## config.mk

```make
export PLATFORM = sky130hd
export DESIGN_NAME = debounced_nary_gate_leds
export DESIGN_NICKNAME = d
export VERILOG_FILES = /design/src/rtl/gate_led_pkg.sv /design/src/rtl/debounced_nary_gate_leds_switch_debounce.sv /design/src/rtl/debounced_nary_gate_leds.sv
export SDC_FILE = /design/constraint.sdc
export NUM_CORES = 1
export LEC_CHECK = 0
export CAP_MARGIN = 20
export CORE_MARGIN = 10
export CORE_UTILIZATION = 40
export DETAILED_ROUTE_END_ITERATION = 8
export PLACE_DENSITY_LB_ADDON = 0.05
export SLEW_MARGIN = 20
export SYNTH_ARGS = -nofsm -noshare
export SYNTH_HDL_FRONTEND = slang
export SYNTH_SLANG_ARGS = --single-unit
```

## constraint.sdc

```tcl
create_clock -name clk -period 2.4 [get_ports clk]
set_input_delay 0.72 -clock clk [delete_from_list [all_inputs] [get_ports clk]]
set_output_delay 0.72 -clock clk [all_outputs]
set_load 0.02 [all_outputs]
```

## src/rtl/gate_led_pkg.sv

```systemverilog
// Shared definitions for the debounced N-input gate LED driver:
// function-select codes and the gate evaluation function.
package gate_led_pkg;

    // Per-channel function select codes
    localparam logic [2:0] MODE_AND  = 3'd0;
    localparam logic [2:0] MODE_NAND = 3'd1;
    localparam logic [2:0] MODE_OR   = 3'd2;
    localparam logic [2:0] MODE_NOR  = 3'd3;
    localparam logic [2:0] MODE_XOR  = 3'd4;
    localparam logic [2:0] MODE_XNOR = 3'd5;
    localparam logic [2:0] MODE_BUF  = 3'd6;
    localparam logic [2:0] MODE_OFF  = 3'd7;

    // Widest switch group gate_eval can reduce; callers zero-extend into it
    localparam int GATE_MAX_W = 64;

    // Evaluate the selected function over the low 'width' bits of vec.
    // Bits at or above 'width' are ignored, so AND is not poisoned by padding.
    function automatic logic gate_eval(input logic [2:0]            mode,
                                       input logic [GATE_MAX_W-1:0] vec,
                                       input int                    width);
        logic and_r;
        logic or_r;
        logic xor_r;
        logic result;
        and_r = 1'b1;
        or_r  = 1'b0;
        xor_r = 1'b0;
        for (int i = 0; i < GATE_MAX_W; i++) begin
            if (i < width) begin
                and_r = and_r & vec[i];
                or_r  = or_r  | vec[i];
                xor_r = xor_r ^ vec[i];
            end
        end
        case (mode)
            MODE_AND:  result = and_r;
            MODE_NAND: result = ~and_r;
            MODE_OR:   result = or_r;
            MODE_NOR:  result = ~or_r;
            MODE_XOR:  result = xor_r;
            MODE_XNOR: result = ~xor_r;
            MODE_BUF:  result = vec[0];
            default:   result = 1'b0;
        endcase
        return result;
    endfunction

endpackage

```

## src/rtl/debounced_nary_gate_leds_switch_debounce.sv

```systemverilog
// One-bit switch conditioner: two-flop synchroniser followed by a
// consecutive-cycle debounce counter. stable only follows the synchronised
// input after it has differed for DEBOUNCE_CYCLES cycles in a row.
module switch_debounce #(
    parameter int DEBOUNCE_CYCLES = 500000
) (
    input  logic clk,
    input  logic rst_n,
    input  logic raw,
    output logic stable
);

    localparam int CNT_W = $clog2(DEBOUNCE_CYCLES + 1);
    localparam logic [CNT_W-1:0] CNT_LAST = CNT_W'(DEBOUNCE_CYCLES - 1);

    logic             sync_p0;
    logic             sync_p1;
    logic [CNT_W-1:0] cnt;

    // Synchronise the asynchronous switch pin into clk
    always_ff @(posedge clk or negedge rst_n) begin
        if (!rst_n) begin
            sync_p0 <= 1'b0;
            sync_p1 <= 1'b0;
        end else begin
            sync_p0 <= raw;
            sync_p1 <= sync_p0;
        end
    end

    // Count consecutive disagreeing cycles; any agreement restarts the count
    always_ff @(posedge clk or negedge rst_n) begin
        if (!rst_n) begin
            cnt    <= '0;
            stable <= 1'b0;
        end else if (sync_p1 == stable) begin
            cnt <= '0;
        end else if (cnt == CNT_LAST) begin
            stable <= sync_p1;
            cnt    <= '0;
        end else begin
            cnt <= cnt + 1'b1;
        end
    end

endmodule

```

## src/rtl/debounced_nary_gate_leds.sv

```systemverilog
// CHANNELS independent gate channels. Each debounces its WIDTH switch bits,
// applies a runtime-selected N-input function and drives a registered result,
// a polarity-adjusted LED and a one-cycle change pulse.
module debounced_nary_gate_leds
    import gate_led_pkg::*;
#(
    parameter int WIDTH           = 4,
    parameter int CHANNELS        = 2,
    parameter int DEBOUNCE_CYCLES = 500000,
    parameter int LED_ACTIVE_LOW  = 1
) (
    input  logic                      clk,
    input  logic                      rst_n,
    input  logic [CHANNELS*WIDTH-1:0] sw,
    input  logic [3*CHANNELS-1:0]     mode,
    output logic [CHANNELS-1:0]       gate_out,
    output logic [CHANNELS-1:0]       led,
    output logic [CHANNELS-1:0]       changed
);

    localparam bit LED_LOW = (LED_ACTIVE_LOW != 0);

    logic [CHANNELS*WIDTH-1:0] stable;
    logic [CHANNELS-1:0]       gate_next;

    for (genvar b = 0; b < CHANNELS * WIDTH; b++) begin : g_db
        switch_debounce #(
            .DEBOUNCE_CYCLES(DEBOUNCE_CYCLES)
        ) u_db (
            .clk    (clk),
            .rst_n  (rst_n),
            .raw    (sw[b]),
            .stable (stable[b])
        );
    end

    // Evaluate each channel's function on its debounced group and current mode
    always_comb begin
        gate_next = '0;
        for (int c = 0; c < CHANNELS; c++) begin
            gate_next[c] = gate_eval(mode[c*3 +: 3],
                                     GATE_MAX_W'(stable[c*WIDTH +: WIDTH]),
                                     WIDTH);
        end
    end

    // Register result, LED drive and toggle pulse on the same edge
    always_ff @(posedge clk or negedge rst_n) begin
        if (!rst_n) begin
            gate_out <= '0;
            led      <= LED_LOW ? '1 : '0;
            changed  <= '0;
        end else begin
            gate_out <= gate_next;
            led      <= LED_LOW ? ~gate_next : gate_next;
            changed  <= gate_next ^ gate_out;
        end
    end

endmodule
```

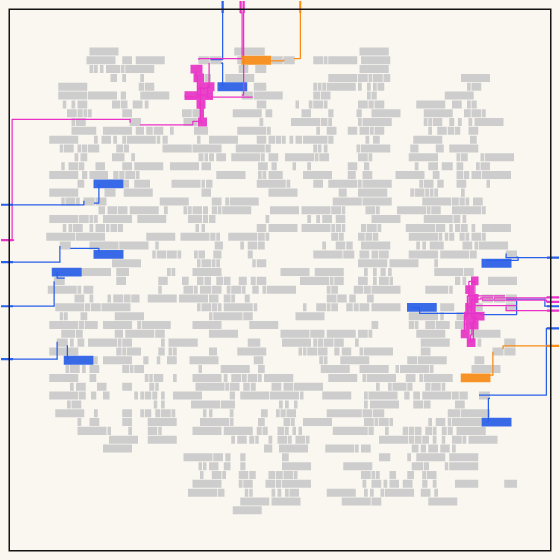
Figure 1: run 1, port wiring.
| port | colour | direction | end cells | buffers | wire |
|---|---|---|---|---|---|
| changed | orange | output | 2 | 2 | 44.0 µm |
| sw | blue | input | 8 | 8 | 265 µm |
| mode | magenta | input | 20 | 6 | 350 µm |
# port buffers: 21
# IOs: 22

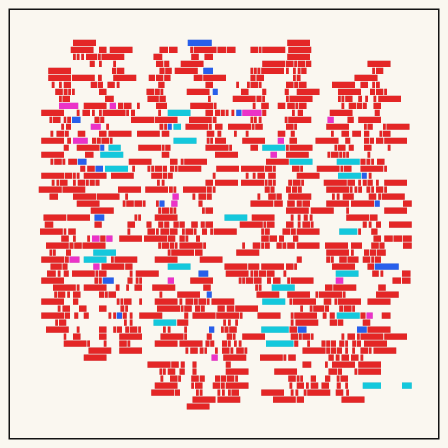
Figure 2: run 1, drive-strength map.
| size | colour | cells |
|---|---|---|
| x2 | blue | 21 |
| x1 and smaller | red | 824 |
| x6 and larger | cyan | 24 |
| x3 and x4 | magenta | 18 |
Setup WS post-layout: 149 ps
number of non-clock buffers in the layout: 30

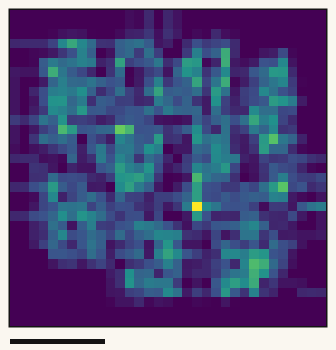
Figure 3: run 1, signal metal coverage by tile.
The bar under the picture is 50 µm long. The die is cut into 33 by 33 equal tiles; dark purple is low, yellow is high, scaled to the fullest tile. Values are wire area over tile area, all layers added.
tiles over half the peak: 5.4%
emptiest ninth of the die: south-west
fullest tile: 0.48

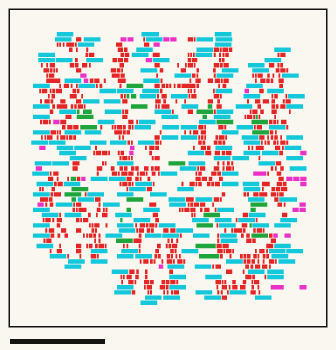
Figure 4: run 1, cells coloured by class.
The bar under the picture is 50 µm long.
| class | colour | cells | share of their area |
|---|---|---|---|
| remaining buffers and delay cells | magenta | 30 | 3.3% |
| remaining logic cells | red | 643 | 42% |
| registers | cyan | 182 | 49% |
| clock drivers and dummy loads | green | 32 | 6.2% |
Seq area share: 0.471
final instance area: 9680 µm²
final core utilization: 0.459

==> impl_metrics.csv, run 1 <==
group,metric,value,unit
outcome,status,"complete, no violations",
worst_setup_path,reg2reg_to,"g_db[5].u_db.cnt[10]",
final_layout,nonClockInverterCount,24,
final_layout,clock_buffers,21,
final_layout,buffer_area_frac,0.0314,
synth,top_area_cell,"dfrtp_1",
synth,mux_share,0.00525,
floorplanning,chipArea,27700,µm²
placement,placed_area,9100,µm²
final_timing,setup_viol,0,
clocking,numClockSinks,182,
floorplanning,core_util_floorplan,0.407,
power,pwr-share-clk,0.445,
synth,synth_nets,872,
worst_setup_path,cpPeakStageDelay,590,ps
final_layout,mostFrequentLayoutCell,"nor2_1",
final_layout,area_growth,12.8,%
synth,yosysWarnings,0,
power,p_total,6.17,mW
global_route,overflow,0,
worst_setup_path,cpLargestDelayFamily,"buffers and inverters",
floorplanning,core,21100,µm²
worst_setup_path,cp_cell_sequence,"clkdlybuf4s50_1",
power,vdd_drop_max,0.370,mV
global_route,grt_start_max_net_pins,67,
final_layout,logic_area,3800,µm²
worst_setup_path,cp_num_cells,1,
placement,preCtsSetupSlack,141,ps
worst_setup_path,startpoint,"led[1]",
worst_setup_path,crit_fanout,1,
synth,synthArstFlopShare,1.00,
drt,dr.pass1.iters,4,
drt,drc,0,
final_timing,fin_skew,11.5,ps
synth,yosysChipArea,8580,µm²
synth,synthTopLogicFamily,"simple AND/OR/NAND/NOR gates",
synth,ys_top_cells_by_count,"nor2_1, dfrtp_1, xor2_1",
final_layout,fill_cells,1971,
clocking,cts-htree-levels,4,
final_timing,fin_crit_sh,0.938,
-- run 1: state kept, by name (all words and copies together), names as in the netlist --
name,flops
g_db.u_db.cnt,152
gate_out,2
led,2
g_db.u_db.sync_p0,8
changed,2
g_db.u_db.stable,8
g_db.u_db.sync_p1,8
-- run 1: cell families (layout without fill, tap and decap cells) --
logic type,Yosys count,count (layout)
buffers and inverters,43,86
DFF,182,182
xor gates and xnor gates,151,151
and+or+nand+nor,436,436
AOI/OAI and AO/OA,16,16
muxes,4,4
adders and majority gates,12,12
-- run 1: power by group through the flow --
stage	sequential [mW]	clock [mW]	combinational, mW
2_1_floorplan	3.23	0	0.121
3_3_place_gp	3.22	0	0.263
3_5_place_dp	3.23	0	0.271
4_1_cts	3.17	2.86	0.272
5_1_grt	3.17	2.98	0.301
6_report	3.17	2.74	0.260
==> inputs of run 2 (changes only) <==
- ABC_AREA: default -> 1
- CAP_MARGIN: 20 -> 5
- CORE_UTILIZATION: 40 -> 35
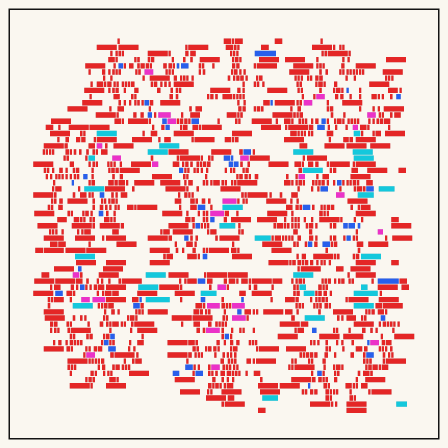
Figure 5: run 2, drive-strength map.
| size | colour | cells |
|---|---|---|
| x2 | blue | 62 |
| x6 and larger | cyan | 31 |
| x1 and smaller | red | 1250 |
| x3 and x4 | magenta | 27 |
number of non-clock buffers in the layout: 26
Setup WS post-layout: 130 ps
final instance area: 11400 µm²
P&R area growth vs syn: 13.6%

==> run 2 against run 1 <==
Sequential share of layout area decreased by 7.1 points. Non-clock buffer count is 4 lower. Critical path depth unchanged. First-iteration DRC count up 44%. Combinational power is 16% higher. Maximum frequency shrank 0.83%. Hold slack gained 12 ps. Core utilization down 5.2 points. Wire length increased by 42%. Sequential power barely moved. Design area up 18%.
==> impl_metrics.csv, run 2 <==
group,metric,value,unit
outcome,status,"complete, no violations",
worst_setup_path,startpoint,"led[1]",
final_layout,clock_buffers,20,
final_layout,logic_area,4830,µm²
worst_setup_path,reg2reg_to,"changed[1]",
synth,synthArstFlopShare,1.00,
floorplanning,chipArea,35800,µm²
synth,yosysWarnings,0,
placement,preCtsSetupSlack,411,ps
final_layout,largest_reg_flops,152,
power,p_total,6.32,mW
clocking,numClockSinks,182,
final_layout,mostFrequentLayoutCell,"nor2_1",
synth,synth_nets,1341,
final_layout,nonClockInverterCount,168,
worst_setup_path,crit_fanout,1,
final_layout,largest_register,"g_db.u_db.cnt",
final_layout,buffer_area_frac,0.0265,
drt,dr.pass1.iters,4,
power,vdd_drop_max,0.445,mV
placement,placed_area,10800,µm²
floorplanning,core,28000,µm²
worst_setup_path,cp_cell_sequence,"clkdlybuf4s50_1",
synth,synthTopLogicFamily,"simple AND/OR/NAND/NOR gates",
worst_setup_path,cpPeakStageDelay,590,ps
worst_setup_path,cp_num_cells,1,
synth,yosysChipArea,10000,µm²
final_layout,fill_cells,2916,
floorplanning,num_io_pins,22,
global_route,grt_start_max_net_pins,42,
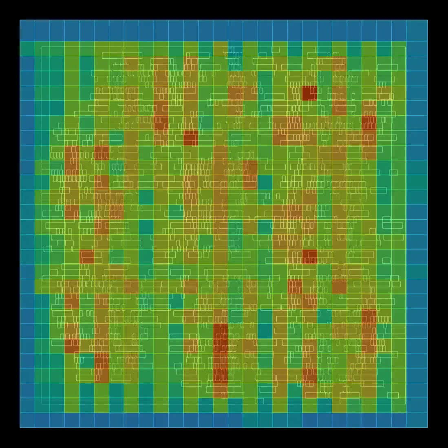
Figure 6: run 2, track usage over the die.
Total GRT Usage: 0.131
per-cell routed wire length: 12.4 µm
final core utilization: 0.406

==> run 2: netlist changes by cell type in the layout (fill, tap and decap cells not counted), moves of 13 or more <==
cell     delta
xor2_1     -20
and3_1     -19
a21oi_1    +23
xnor2_1    -60
nand2_1   +224
nor2_2     +20
nor4_1     -13
inv_1     +134
nor2_1    +138
nand3_1    +39
==> run 2: layer usage <==
layer / GRT usage / vias up / share of wire
met2: 0.204 / 44 / 0.44
met4: 0.0354 / 0 / 0.0095
li1: - / 4195 / -
met5: 0 / - / 0
met3: 0.0252 / 13 / 0.017
met1: 0.181 / 3602 / 0.53
==> run 2: power by group <==
part	internal (mW)	total [mW]	leakage, nW	switching (mW)
registers	3.12	3.17	2.47	0.0450
logic	0.104	0.301	2.15	0.197
clock network	1.58	2.85	0.282	1.27
Figure 7. Signal metal coverage by tile (run 2).
The bar under the picture is 50 µm long. The die is cut into 38 by 38 equal tiles; dark purple is low, yellow is high, scaled to the fullest tile. Values are wire area over tile area, all layers added.
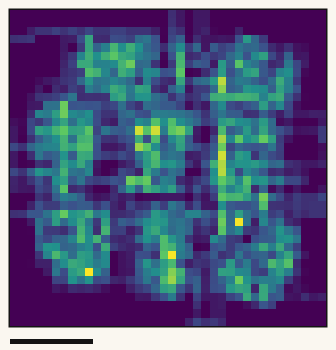

==> inputs of run 3 (changes only) <==
- clock period: 2.4 -> 2.69 ns (I/O delays scaled with it)
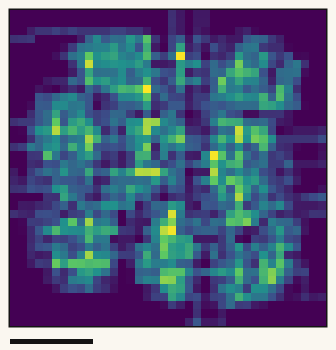
Figure 8: run 3, signal metal coverage by tile.
The bar under the picture is 50 µm long. The die is cut into 38 by 38 equal tiles; dark purple is low, yellow is high, scaled to the fullest tile. Values are wire area over tile area, all layers added.
nearly empty tiles: 26%
tiles over half the peak: 13%
fullest tile: 0.38
emptiest ninth of the die: north-west
Total GRT Usage: 0.127
WL final: 21700 µm
per-cell routed wire length: 12.4 µm
via count: 7868

==> run 3 against run 2 <==
Design area shrank 0.51%. Sequential power is 11% lower. Setup slack improved by 210 ps. Hold slack gained 110 ps. Die size unchanged. Count of clock-buffer cells in the layout decreased by 3. Synthesized area did not move. Critical path depth did not move. Critical path type unchanged.
==> impl_metrics.csv, run 3 <==
group,metric,value,unit
outcome,status,"complete, no violations",
power,p_sw,1.39,mW
worst_setup_path,startpoint,"led[1]",
placement,preCtsSetupSlack,594,ps
synth,ys_top_cells_by_count,"nor2_1, nand2_1, dfrtp_1",
final_layout,buffer_area_frac,0.0231,
floorplanning,core,28000,µm²
worst_setup_path,cpPeakStageDelay,590,ps
power,p_comb_frac,0.047,
synth,yosysChipArea,10000,µm²
power,p_seq_frac,0.507,
global_route,grt-busiest-layer,"met2",
power,p_int,4.18,mW
final_layout,logic_area,4830,µm²
final_layout,n_all_buffers,24,
floorplanning,chipArea,35800,µm²
final_layout,clock_buffers,17,
final_layout,nonClockInverterCount,168,
synth,yosysWarnings,0,
power,p_total,5.57,mW
drt,maxUsedRoutingLayer,"met4",
worst_setup_path,cp_num_cells,1,
drt,wl_met3,523,µm
clocking,cts_buffers,17,
global_route,grt_start_max_net_pins,58,
worst_setup_path,crit_fanout,1,
final_layout,largest_reg_flops,152,
global_route,gr-usage-met2,0.198,
clocking,numClockSinks,182,
floorplanning,num_io_pins,22,
global_route,grtUsageMet3,0.0272,
synth,synthArstFlopShare,1.00,
synth,synth_nets,1341,
drt,wirelength_met1,11300,µm
final_layout,post-route-util,0.404,
power,vdd_drop_max,0.416,mV
final_layout,largest_register,"g_db.u_db.cnt",
final_timing,worst_slack,338,ps
drt,dr.pass1.iters,4,
power,pwr-share-clk,0.446,
final_layout,finish.instance_area,11300,µm²
worst_setup_path,cp_cell_sequence,"clkdlybuf4s50_1",
final_layout,mostFrequentLayoutCell,"nor2_1",
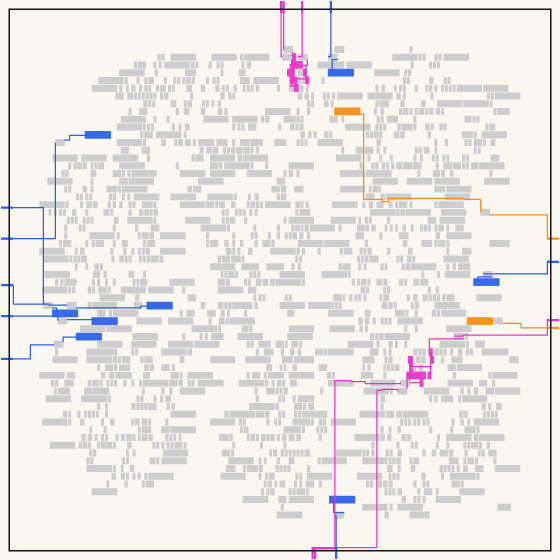
Figure 9: run 3, port wiring.
| port | colour | direction | end cells | buffers | wire |
|---|---|---|---|---|---|
| changed | orange | output | 2 | 2 | 127 µm |
| sw | blue | input | 8 | 8 | 294 µm |
| mode | magenta | input | 22 | 6 | 366 µm |

[run 3: power by group through the flow]
stage               clock, mW  combinational, mW  sequential (mW)
floorplan                   0              0.111             2.88
global placement            0              0.272             2.88
detailed placement          0              0.272             2.88
CTS                      2.58              0.273             2.83
global route             2.69              0.302             2.83
finish                   2.48              0.260             2.82
[run 3: cells by family (layout without fill, tap and decap cells)]
logic type / count (synthesis) / after routing / share of synthesized area
buffers and inverters: 169 / 224 / 0.0633
adder cells (fa/ha/maj): 12 / 12 / 0.0150
XOR/XNOR: 71 / 71 / 0.0620
AND-OR/OR-AND: 59 / 59 / 0.0344
flip-flops: 182 / 182 / 0.455
AND/OR/NAND/NOR: 820 / 820 / 0.371
No activity file was given, so power comes from the tool's default toggle rates.
